==> config.mk <==
export PLATFORM = sky130hd
export DESIGN_NAME = jump_pulse_gen
export DESIGN_NICKNAME = d
export VERILOG_FILES = /design/src/rtl/fsm_pkg.sv /design/src/rtl/sync_2ff.sv /design/src/rtl/jump_pulse_gen.sv
export SDC_FILE = /design/constraint.sdc
export NUM_CORES = 1
export LEC_CHECK = 0
export ABC_AREA = 1
export CAP_MARGIN = 20
export CORE_ASPECT_RATIO = 1.5
export CORE_UTILIZATION = 25
export CTS_CLUSTER_DIAMETER = 30
export DETAILED_ROUTE_END_ITERATION = 7
export MAX_ROUTING_LAYER = met4
export PLACE_DENSITY = 0.39
export SLEW_MARGIN = 5
export SYNTH_ARGS = -nofsm -noshare
export SYNTH_HDL_FRONTEND = slang
export SYNTH_SLANG_ARGS = --single-unit
==> constraint.sdc <==
create_clock -name clk -period 3.7 [get_ports clk]
set_input_delay 0.74 -clock clk [delete_from_list [all_inputs] [get_ports clk]]
set_output_delay 0.74 -clock clk [all_outputs]
set_load 0.01 [all_outputs]
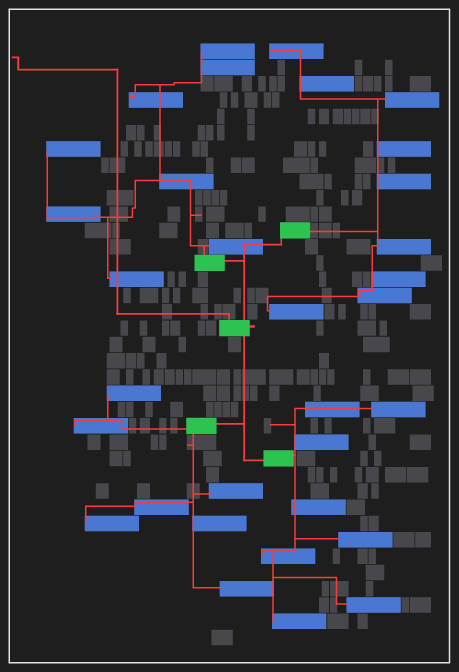
(images/clk_routes.png)
[red] clock wires | length: 525 µm
[blue] flip-flops | count: 32
[green] clock drivers | count: 5
flops lie: widely spread
Clock Power Share: 0.258
clk_skew: 0.00518 ns
power in the clock group: 278 µW
Insertion Delay late pin: 0.28 ns

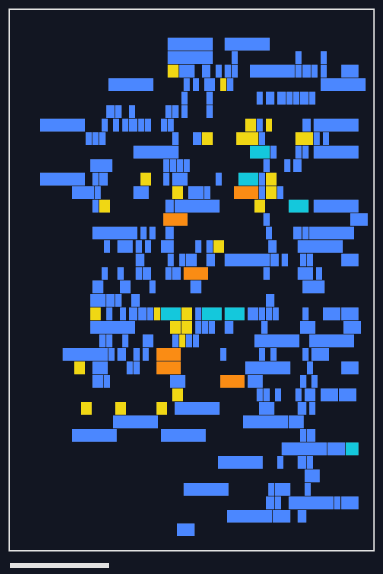
(images/sizes.png)
The bar under the picture is 20 µm long.
| colour | size | cells | share | most used |
|---|---|---|---|---|
| orange | _6 and larger | 6 | 2.2% | clkbuf_8 |
| yellow | _2 cells | 25 | 9.4% | nor2_2 |
| blue | _0 and _1 cells | 229 | 86% | nand2_1 |
| cyan | _3 and _4 cells | 7 | 2.6% | nor2_4 |
Area Overhead vs Synth: 17.3%
non-clock buffer count: 15

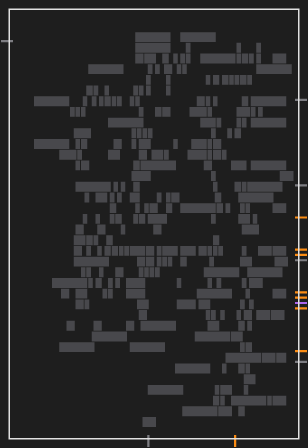
(images/io_placement.png)
Pins as bars across the die edge, other pins in grey.
| colour | port | pins | direction | edge |
|---|---|---|---|---|
| purple | `key_level` | 1 | output | east |
| orange | `press_count` | 8 | output | 7 east, 1 south |
all pins by edge: 12 east, 2 south, 1 west
IO buf count: 14
Die Wd: 73.3 µm
DIE HEIGHT: 109 µm

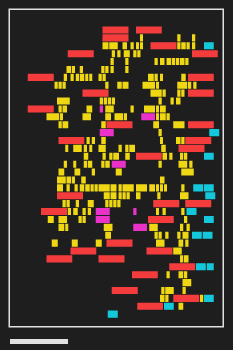
(images/placement_by_type.png)
The bar under the picture is 20 µm long.
| colour | class | cells |
|---|---|---|
| magenta | clock drivers and dummy loads | 8 |
| red | sequential cells | 32 |
| yellow | combinational and other logic | 212 |
| cyan | remaining buffers and delay cells | 15 |
Core Box Area: 0.00732 mm²
row count: 38
cell area after layout: 0.00223 mm²
Layout Utilization: 0.305
Seq area share: 0.358

==> results.yml <==
# synthesis and place-and-route metrics
outcome:
  status: "completed"
logic_synthesis:
  postSynthSeqShare: 0.420
  common_cells: "nand2_1 (55), nor2_1 (36), dfrtp_1 (32)"
  netlist_area_mm2: 0.00190
  synth.logic.top_family: "simple AND/OR/NAND/NOR gates"
  async_flop_share: 1.00
  yosysMostFrequentCell: "nand2_1"
  flop_cell: "dfrtp_1"
  yosys.area_share.simple: 0.367
  ys_sh_mux: 0
  ys_sh_adder: 0.0197
  topCellsByArea: "dfrtp_1 (42%), nand2_1 (11%), nor2_1 (7.1%), inv_1 (5.7%), xor2_1 (5.1%)"
  synth-edff-count: 0
  yosys_warnings: 0
  synth-cells-yosys: 247
  top_area_frac: 0.420
  postSynthCellCount: 247
clocking:
  path_clk_slew_ns: 0.07
  clockBufferDepth: 2
  clock-sinks: 32
  cts_resized: 0
floorplanning:
  fp_util: 0.260
  dieArea_mm2: 0.00798
  io_pins: 15
setup_path:
  crit_fanout: 13
  path_cells: "clkdlybuf4s50_1 -> nand2_1 -> nand3_1 -> inv_1 -> nor2_1 -> xnor2_1 -> nor2_2"
  critical-path-top-delay-family: "buffers and inverters"
  max_stage_delay_ns: 0.41
  r2r_cells: 6
  critPathLaunchType: "input pin"
  cp.required_ns: 3.87
  path_depth: 7
  rrSetupSlack_ns: 1.75
sta:
  hold_viol: 0
  slew_violations: 0
  worst_pin_slew_ns: 0.518
  fin_setup_tns_ns: 0
  rsz0062_at_grt: "no"
  setup_violations: 0
  relSlewSlack: 0.654
pwr:
  powerComb_uw: 388
  p_comb_frac: 0.359
  switching_share: 0.400
  max-vdd-ir-drop_uv: 145
  p_sw_uw: 431
  power_frac_seq: 0.383
  power_density_mw_per_mm2: 482
  p_leak_uw: 0.00104
  p_int_uw: 647
run:
  max-cap-violations: 0
layout:
  final_cell_mix: "nand2_1 (55), nor2_1 (36), dfrtp_1 (32), inv_1 (29), nand3_1 (19)"
  largest_register_ffs: 16
detailed_routing:
  drcViolationCount: 0
  dr.pass1.iters: 4
  routedWlPerCell_um: 12.0
  drt_iter0_markers: 83
grt:
  grt_pass1_wl_um: 7510
  overflow: 0
  grt_pass1_vias: 1581
  antenna_found_initial: 0
min_path:
  min_path_type: "reg -> reg"
placed_design:
  dp_hpwl_um: 3470
area by class of cell:
type,instances,area (µm²)
sequential,32,801
inverter,34,128
timing repair buffer,15,148
clock buffer,8,90.1
fill,816,5090
multi-input combinational,178,943
tap,100,125
stage by stage:
step,std cells,cell area [µm²],setup WS (ns)
final,367,2230,1.52
after global routing,367,2230,1.33
after CTS,367,2230,1.47
after detailed placement,359,2140,1.18
after global placement,359,2140,1.21
after floorplan,247,1900,2.07
routing by layer:
layer / GRT usage / vias to the layer above / part of all wire
met1: 0.123 / 709 / 0.39
met2: 0.249 / 23 / 0.55
met5: - / - / 0
met4: 0.0630 / 0 / 0.026
li1: - / 809 / -
met3: 0.0259 / 10 / 0.026
Power and IR drop assume default switching activity.
